==> src/rtl/lcd_refresh_sequencer.sv <==
// lcd_refresh_sequencer: HD44780 8-bit write-only driver.
// Power-up wait, init commands, then 2x16 repaint from a char source.
module lcd_refresh_sequencer #(
  parameter int T_POWERUP = 1875000,
  parameter int T_SETUP   = 8,
  parameter int T_EN_HIGH = 32,
  parameter int T_CMD     = 5000,
  parameter int T_CLEAR   = 200000,
  parameter int CNT_W     = 24
) (
  input  logic       SYS_clk,
  input  logic       SYS_reset_n,
  input  logic       refresh_req,
  input  logic [7:0] char_data,
  output logic [4:0] char_addr,
  output logic       busy,
  output logic       init_done,
  output logic [7:0] lcd_data,
  output logic       lcd_rs,
  output logic       lcd_rw,
  output logic       lcd_en
);

  typedef enum logic [1:0] {
    S_POWERUP, S_INIT, S_REFRESH, S_IDLE
  } top_e;

  typedef enum logic [1:0] {
    P_SETUP, P_PULSE, P_WAIT
  } ph_e;

  localparam logic [CNT_W-1:0] C_PWR = CNT_W'(T_POWERUP - 1);
  localparam logic [CNT_W-1:0] C_SET = CNT_W'(T_SETUP - 1);
  localparam logic [CNT_W-1:0] C_EN  = CNT_W'(T_EN_HIGH - 1);
  localparam logic [CNT_W-1:0] C_CMD = CNT_W'(T_CMD - 1);
  localparam logic [CNT_W-1:0] C_CLR = CNT_W'(T_CLEAR - 1);
  localparam logic [CNT_W-1:0] C_ONE = CNT_W'(1);
  localparam logic [CNT_W-1:0] C_ZRO = '0;

  localparam logic [5:0] LAST_INIT = 6'd3;
  localparam logic [5:0] LAST_REF  = 6'd33;
  localparam logic [5:0] IDX_L2    = 6'd17;

  top_e             top_q, top_d;
  ph_e              ph_q, ph_d;
  logic [CNT_W-1:0] cnt_q, cnt_d;
  logic [5:0]       idx_q, idx_d;
  logic             pend_q, pend_d;
  logic             done_q, done_d;
  logic [7:0]       data_q, data_d;
  logic             rs_q, rs_d;
  logic [4:0]       addr_q, addr_d;
  logic             start;
  logic             is_clear;

  function automatic logic [7:0] init_cmd(input logic [1:0] i);
    logic [7:0] c;
    case (i)
      2'd0:    c = 8'h38;
      2'd1:    c = 8'h06;
      2'd2:    c = 8'h0C;
      default: c = 8'h01;
    endcase
    return c;
  endfunction

  assign is_clear = !rs_q && (data_q == 8'h01);

  always_ff @(posedge SYS_clk or negedge SYS_reset_n) begin
    if (!SYS_reset_n) begin
      top_q  <= S_POWERUP;
      ph_q   <= P_SETUP;
      cnt_q  <= '0;
      idx_q  <= '0;
      pend_q <= 1'b0;
      done_q <= 1'b0;
      data_q <= '0;
      rs_q   <= 1'b0;
      addr_q <= '0;
    end else begin
      top_q  <= top_d;
      ph_q   <= ph_d;
      cnt_q  <= cnt_d;
      idx_q  <= idx_d;
      pend_q <= pend_d;
      done_q <= done_d;
      data_q <= data_d;
      rs_q   <= rs_d;
      addr_q <= addr_d;
    end
  end

  always_comb begin
    top_d  = top_q;
    ph_d   = ph_q;
    cnt_d  = cnt_q;
    idx_d  = idx_q;
    pend_d = pend_q;
    done_d = done_q;
    data_d = data_q;
    rs_d   = rs_q;
    addr_d = addr_q;
    start  = 1'b0;
    if (refresh_req && done_q && (top_q != S_IDLE))
      pend_d = 1'b1;
    case (top_q)
      S_POWERUP: begin
        if (cnt_q == C_PWR) begin
          top_d = S_INIT;
          idx_d = '0;
          start = 1'b1;
        end else begin
          cnt_d = cnt_q + C_ONE;
        end
      end
      S_IDLE: begin
        if (refresh_req || pend_q) begin
          top_d  = S_REFRESH;
          idx_d  = '0;
          pend_d = 1'b0;
          start  = 1'b1;
        end
      end
      default: begin
        case (ph_q)
          P_SETUP: begin
            // Address went out on SETUP entry; latch its char next.
            if (rs_q && (cnt_q == C_SET))
              data_d = char_data;
            if (cnt_q == C_ZRO) begin
              ph_d  = P_PULSE;
              cnt_d = C_EN;
            end else begin
              cnt_d = cnt_q - C_ONE;
            end
          end
          P_PULSE: begin
            if (cnt_q == C_ZRO) begin
              ph_d  = P_WAIT;
              cnt_d = is_clear ? C_CLR : C_CMD;
            end else begin
              cnt_d = cnt_q - C_ONE;
            end
          end
          default: begin
            if (cnt_q != C_ZRO) begin
              cnt_d = cnt_q - C_ONE;
            end else if (top_q == S_INIT && idx_q == LAST_INIT) begin
              done_d = 1'b1;
              top_d  = S_REFRESH;
              idx_d  = '0;
              start  = 1'b1;
            end else if (top_q == S_REFRESH && idx_q == LAST_REF) begin
              top_d = S_IDLE;
            end else begin
              idx_d = idx_q + 6'd1;
              start = 1'b1;
            end
          end
        endcase
      end
    endcase
    if (start) begin
      ph_d  = P_SETUP;
      cnt_d = C_SET;
      if (top_d == S_INIT) begin
        rs_d   = 1'b0;
        data_d = init_cmd(idx_d[1:0]);
      end else if (idx_d == 6'd0) begin
        rs_d   = 1'b0;
        data_d = 8'h80;
      end else if (idx_d == IDX_L2) begin
        rs_d   = 1'b0;
        data_d = 8'hC0;
      end else begin
        rs_d   = 1'b1;
        addr_d = (idx_d < IDX_L2) ? 5'(idx_d - 6'd1)
                                  : 5'(idx_d - 6'd2);
      end
    end
  end

  always_comb begin
    lcd_en = ((top_q == S_INIT) || (top_q == S_REFRESH))
             && (ph_q == P_PULSE);
    busy   = (top_q != S_IDLE);
    lcd_rw = 1'b0;
  end

  assign lcd_data  = data_q;
  assign lcd_rs    = rs_q;
  assign char_addr = addr_q;
  assign init_done = done_q;

endmodule

==> config.mk <==
export PLATFORM = sky130hd
export DESIGN_NAME = lcd_refresh_sequencer
export DESIGN_NICKNAME = d
export VERILOG_FILES = /design/src/rtl/lcd_refresh_sequencer.sv
export SDC_FILE = /design/constraint.sdc
export NUM_CORES = 1
export LEC_CHECK = 0
export CAP_MARGIN = 20
export CORE_ASPECT_RATIO = 0.9
export CORE_MARGIN = 5
export CORE_UTILIZATION = 51
export CTS_CLUSTER_DIAMETER = 40
export DETAILED_ROUTE_END_ITERATION = 10
export HOLD_SLACK_MARGIN = 0.05
export PLACE_DENSITY = 0.7
export SLEW_MARGIN = 20
export SYNTH_ARGS = -nofsm -noshare
export SYNTH_HDL_FRONTEND = slang
export SYNTH_SLANG_ARGS = --single-unit
==> constraint.sdc <==
create_clock -name SYS_clk -period 11.2 [get_ports SYS_clk]
set_input_delay 2.24 -clock SYS_clk [delete_from_list [all_inputs] [get_ports SYS_clk]]
set_output_delay 2.24 -clock SYS_clk [all_outputs]
set_load 0.01 [all_outputs]
==> impl_metrics.env, run 1 <==
# yosys + openroad results
export IMPL_tritoncts="built"
export IMPL_top_layer="met4"
export IMPL_intPower_uw=230
export IMPL_worst_setup_path_type="primary input to register"
export IMPL_mostFrequentLayoutCells="nor2_1 (50), dfrtp_1 (50), o21ai_0 (39)"
export IMPL_clock_area_frac=0.0225
export IMPL_setup_violations_final=0
export IMPL_hold_violations=0
export IMPL_simple_gate_area_frac=0.282
export IMPL_netlist_instances=462
export IMPL_regMostFlops="cnt_q"
export IMPL_edf_count=0
export IMPL_finalInstanceArea_mm2=0.00422
export IMPL_holdBufCountCts=0
export IMPL_clockBufferCount=5
export IMPL_regArea_mm2=0.00125
export IMPL_pg_comb_uw=7.48
export IMPL_portBuffers=27
export IMPL_yosys_stat_area_mm2=0.00384
export IMPL_hold_path_class="register to register"
export IMPL_relSlewSlack=0.322
export IMPL_max_slew_worst_pin_slew_ns=1.01
export IMPL_buffers=31
export IMPL_irDropWorstVdd_uv=51.1
export IMPL_io_pins=29
export IMPL_drtIter0Drc=391
export IMPL_power_top_group="registers"
export IMPL_placed_cell_area_mm2=0.00413
export IMPL_drc_errors=0
export IMPL_leakage_uw=0.00168
export IMPL_power_total_uw=305
export IMPL_clockRootBuffer="clkbuf_8"
export IMPL_wl_per_cell_um=17.7
export IMPL_p_comb_frac=0.025
export IMPL_overflow=0
export IMPL_power_frac_seq=0.591
export IMPL_wl_met3_um=512
export IMPL_slew_violations=0
export IMPL_post_route_period_util=0.478
export IMPL_syn_nets=488
export IMPL_post_route_min_period_ns=5.36
export IMPL_timing_rr_end="char_addr[2]$_DFFE_PN0P_"
export IMPL_seq_share=0.296
export IMPL_async_flop_share=1.00
export IMPL_endpoint="char_addr[2]$_DFFE_PN0P_"
export IMPL_synthesis_area_mm2=0.00384
export IMPL_gp_congestion=0.911
export IMPL_openroad_warnings=36
export IMPL_clk_pin_slew_ns=0.11
export IMPL_switchingPower_uw=75.4
export IMPL_grt_busiest_layer="met1"
export IMPL_numCtsBuffers=5
export IMPL_min_path_cells=1
export IMPL_nets=499
export IMPL_crit_cells=12
export IMPL_p_clk_uw=117
export IMPL_area_leaders="dfrtp_1 (33%), o21ai_0 (5.1%), ha_1 (4.9%)"
export IMPL_p_sw_frac=0.247
export IMPL_grt_max_degree=51
export IMPL_inverters=20
export IMPL_setup_ws_ns=5.84
export IMPL_outcome="complete, no violations"
export IMPL_antenna_left=0
export IMPL_vias_per_cell=6.35
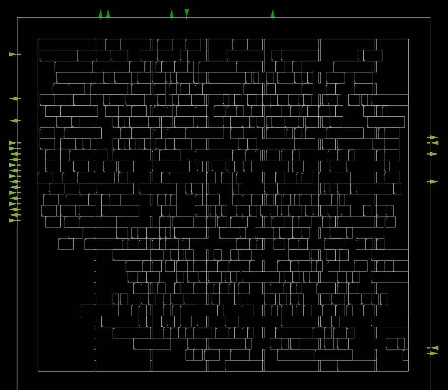
*Cell outlines without signal wires, run 1*
num tapcells: 96
core area: 0.00743 mm²
non-filler instance count after layout: 570
final core occ: 0.568

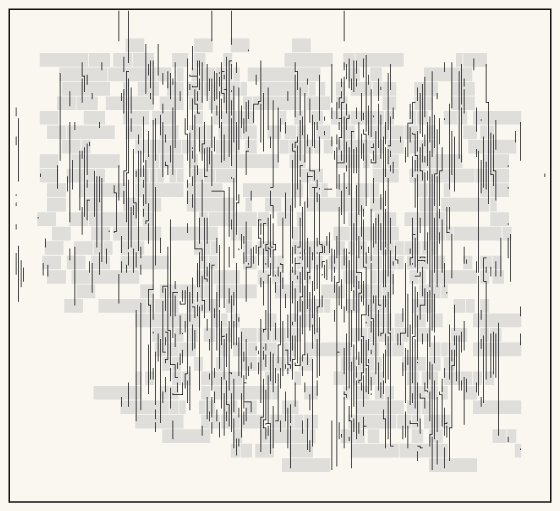
*Signal wires on met2, run 1*
The layer carries 4450 µm of wire. The wires run mostly vertical. 403 nets have wire on it. The longest straight run is 34.5 µm.
drt total wl: 10.1 mm
via count: 3619
GR Util met2: 0.315

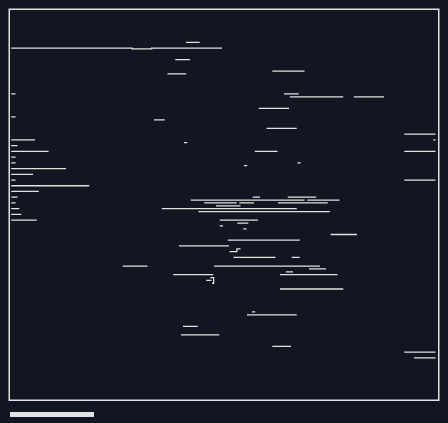
*Met3 routing, run 1*
Bar = 20 µm.
The wires run mostly horizontal. The layer holds 5.1% of the routed length.
M3 GR Usage: 0.0369

### Cells coloured by class, run 1

Fill, decap, tap and diode cells in grey.
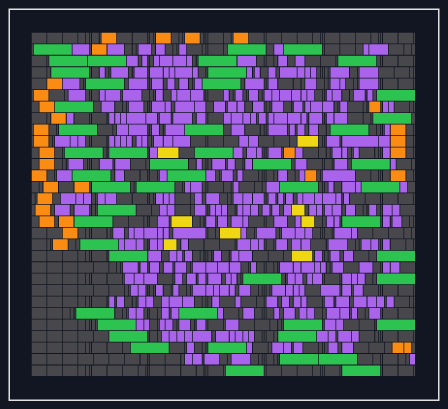

==> run 1 -> run 2 <==
==> constraint.sdc (replaced) <==
create_clock -name SYS_clk -period 5.1 [get_ports SYS_clk]
set_input_delay 1.02 -clock SYS_clk [delete_from_list [all_inputs] [get_ports SYS_clk]]
set_output_delay 1.02 -clock SYS_clk [all_outputs]
set_load 0.01 [all_outputs]
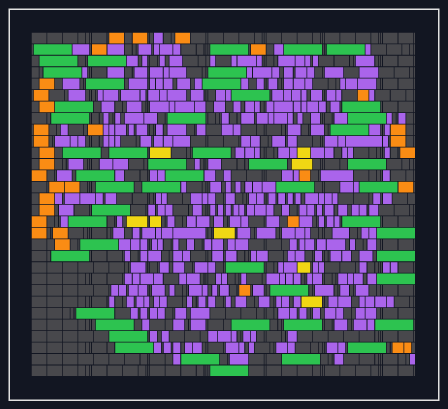
*Cells coloured by class, run 2*
Fill, decap, tap and diode cells in grey.
Key: purple = combinational and other logic [cells 385]; orange = remaining buffers and delay cells [cells 32]; green = sequential cells [cells 50]; yellow = clock drivers and dummy loads [cells 8]
final core occ: 0.569
register share of the cell area: 0.296
num rows: 30
Post-Layout Inst Area: 0.00423 mm²

==> impl_metrics.env, run 2 <==
# yosys + openroad results
export IMPL_vias_per_cell=6.46
export IMPL_portBuffers=27
export IMPL_p_clk_uw=248
export IMPL_hold_violations=0
export IMPL_timing_rr_end="char_addr[4]$_DFFE_PN0P_"
export IMPL_power_total_uw=661
export IMPL_grt_busiest_layer="met1"
export IMPL_antenna_left=0
export IMPL_relSlewSlack=0.324
export IMPL_pwr_share_clk=0.375
export IMPL_max_slew_worst_pin_slew_ns=1.01
export IMPL_nets=500
export IMPL_worst_setup_path_type="register to register"
export IMPL_cpLargestDelayFamily="simple AND/OR/NAND/NOR gates"
export IMPL_holdBufCountCts=0
export IMPL_irDropWorstVdd_uv=107
export IMPL_n_tap_cell=96
export IMPL_tritoncts="built"
export IMPL_synthesis_area_mm2=0.00384
export IMPL_cts_setup_buffers=0
export IMPL_cp_max_fo=11
export IMPL_grt_max_degree=51
export IMPL_endpoint="char_addr[4]$_DFFE_PN0P_"
export IMPL_async_flop_share=1.00
export IMPL_buffers=32
export IMPL_gp_congestion=0.907
export IMPL_setup_ws_ns=0.931
export IMPL_slew_violations=0
export IMPL_regMostFlops="cnt_q"
export IMPL_yosys_stat_area_mm2=0.00384
export IMPL_hold_path_class="register to register"
export IMPL_pg_comb_uw=16.6
export IMPL_clock_area_frac=0.0222
export IMPL_mostFrequentLayoutCells="nor2_1 (50), dfrtp_1 (50), o21ai_0 (39)"
export IMPL_outcome="complete, no violations"
export IMPL_p_comb_frac=0.025
export IMPL_top_layer="met4"
export IMPL_critPathBufInv=1
export IMPL_openroad_warnings=36
export IMPL_placed_cell_area_mm2=0.00413
export IMPL_finalNonFillerCells=571
export IMPL_power_frac_seq=0.599
export IMPL_wl_met3_um=734
export IMPL_power_top_group="registers"
export IMPL_syn_nets=488
export IMPL_grtUsageMet2=0.318
export IMPL_crit_cells=11
export IMPL_drc_errors=0
export IMPL_fp_coreArea_mm2=0.00743
export IMPL_switchingPower_uw=158
export IMPL_min_path_cells=1
export IMPL_clockBufferCount=5
export IMPL_area_leaders="dfrtp_1 (33%), o21ai_0 (5.1%), ha_1 (4.9%)"
export IMPL_numCtsBuffers=5
export IMPL_post_route_min_period_ns=4.17
export IMPL_simple_gate_area_frac=0.282
export IMPL_io_pins=29
export IMPL_wl_per_cell_um=17.9
export IMPL_p_sw_frac=0.240
export IMPL_die_height_um=92.3
export IMPL_flops=50
export IMPL_drtIter0Drc=304
export IMPL_overflow=0
export IMPL_setup_violations_final=0
export IMPL_edf_count=0
export IMPL_htree_levels=2
export IMPL_intPower_uw=502
export IMPL_clockRootBuffer="clkbuf_8"
export IMPL_clk_pin_slew_ns=0.10
export IMPL_post_route_period_util=0.817
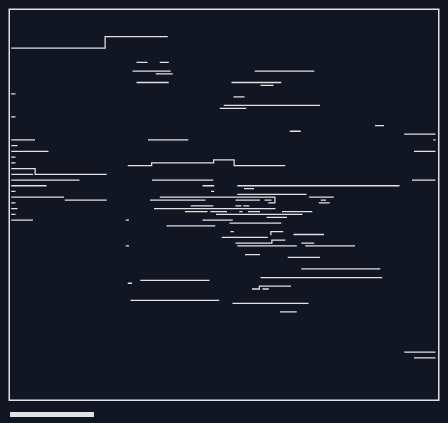
*Met3 routing, run 2*
Bar = 20 µm.
63 nets have wire on it. The layer holds 7.2% of the routed length. The layer carries 735 µm of wire. The wires run mostly horizontal. The longest straight run is 38.2 µm.
via count: 3688
M3 GR Usage: 0.0452
drt total wl: 10.2 mm

### Nets reached from selected ports, run 2

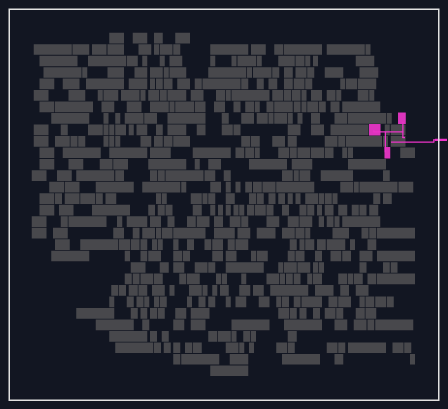

==> run 2 -> run 3 <==
--- a/config.mk
+++ b/config.mk
@@ -12,7 +12,7 @@
 export CTS_CLUSTER_DIAMETER = 40
 export DETAILED_ROUTE_END_ITERATION = 10
 export HOLD_SLACK_MARGIN = 0.05
-export PLACE_DENSITY = 0.7
+export PLACE_DENSITY = 0.73
 export SLEW_MARGIN = 20
 export SYNTH_ARGS = -nofsm -noshare
 export SYNTH_HDL_FRONTEND = slang
==> constraint.sdc (replaced) <==
create_clock -name SYS_clk -period 3.68 [get_ports SYS_clk]
set_input_delay 0.736 -clock SYS_clk [delete_from_list [all_inputs] [get_ports SYS_clk]]
set_output_delay 0.736 -clock SYS_clk [all_outputs]
set_load 0.01 [all_outputs]
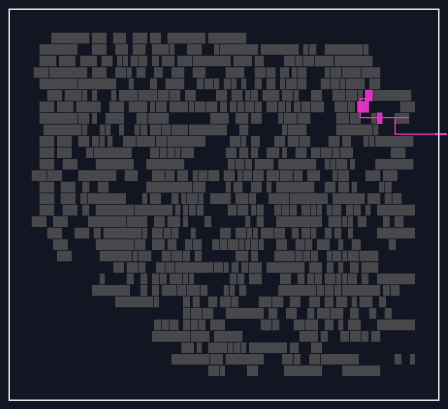
*Nets reached from selected ports, run 3*
Key: magenta = refresh_req [bits 1, direction input, edge right, end cells 3, wire 32.0 µm]
io pins: 29
port bufs: 27

==> impl_metrics.env, run 3 <==
# yosys + openroad results
export IMPL_hold_violations=0
export IMPL_tritoncts="built"
export IMPL_setup_ws_ns=0.196
export IMPL_timing_rr_end="char_addr[0]$_DFFE_PN0P_"
export IMPL_numCtsBuffers=5
export IMPL_hold_path_class="primary input to async pin"
export IMPL_p_comb_frac=0.022
export IMPL_placed_cell_area_mm2=0.00436
export IMPL_worst_setup_path_type="register to register"
export IMPL_n_tap_cell=96
export IMPL_simple_gate_area_frac=0.282
export IMPL_setup_violations_final=0
export IMPL_post_route_min_period_ns=3.48
export IMPL_p_clk_uw=473
export IMPL_cpLargestDelayFamily="simple AND/OR/NAND/NOR gates"
export IMPL_overflow=0
export IMPL_seq_share=0.275
export IMPL_flops=50
export IMPL_final_util=0.612
export IMPL_rows=30
export IMPL_intPower_uw=831
export IMPL_outcome="complete, no violations"
export IMPL_cp_max_fo=6
export IMPL_finalInstanceArea_mm2=0.00455
export IMPL_regArea_mm2=0.00125
export IMPL_clock_area_frac=0.0303
export IMPL_endpoint="char_addr[0]$_DFFE_PN0P_"
export IMPL_htree_levels=2
export IMPL_clk_pin_slew_ns=0.10
export IMPL_grtUsageMet2=0.345
export IMPL_drtIter0Drc=301
export IMPL_crit_cells=13
export IMPL_grt_busiest_layer="met2"
export IMPL_max_slew_worst_pin_slew_ns=0.633
export IMPL_slew_violations=0
export IMPL_regMostFlops="cnt_q"
export IMPL_edf_count=0
export IMPL_wl_met3_um=685
export IMPL_inverters=20
export IMPL_grt_max_degree=28
export IMPL_power_total_uw=1040
export IMPL_holdBufCountCts=0
export IMPL_clockBufferCount=5
export IMPL_synthesis_area_mm2=0.00384
export IMPL_switchingPower_uw=214
export IMPL_nets=533
export IMPL_top_layer="met4"
export IMPL_finalNonFillerCells=604
export IMPL_gp_congestion=0.869
export IMPL_fp_coreArea_mm2=0.00743
export IMPL_mostFrequentLayoutCells="nor2_1 (50), dfrtp_1 (50), o21ai_0 (39)"
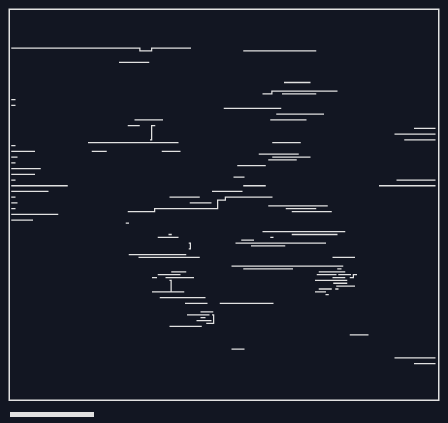
*Met3 routing, run 3*
Bar = 20 µm.
The layer carries 685 µm of wire. The wires run mostly horizontal. The layer holds 6.5% of the routed length. The longest straight run is 30.4 µm.
drt total wl: 10.5 mm
M3 GR Usage: 0.0309
via count: 3846

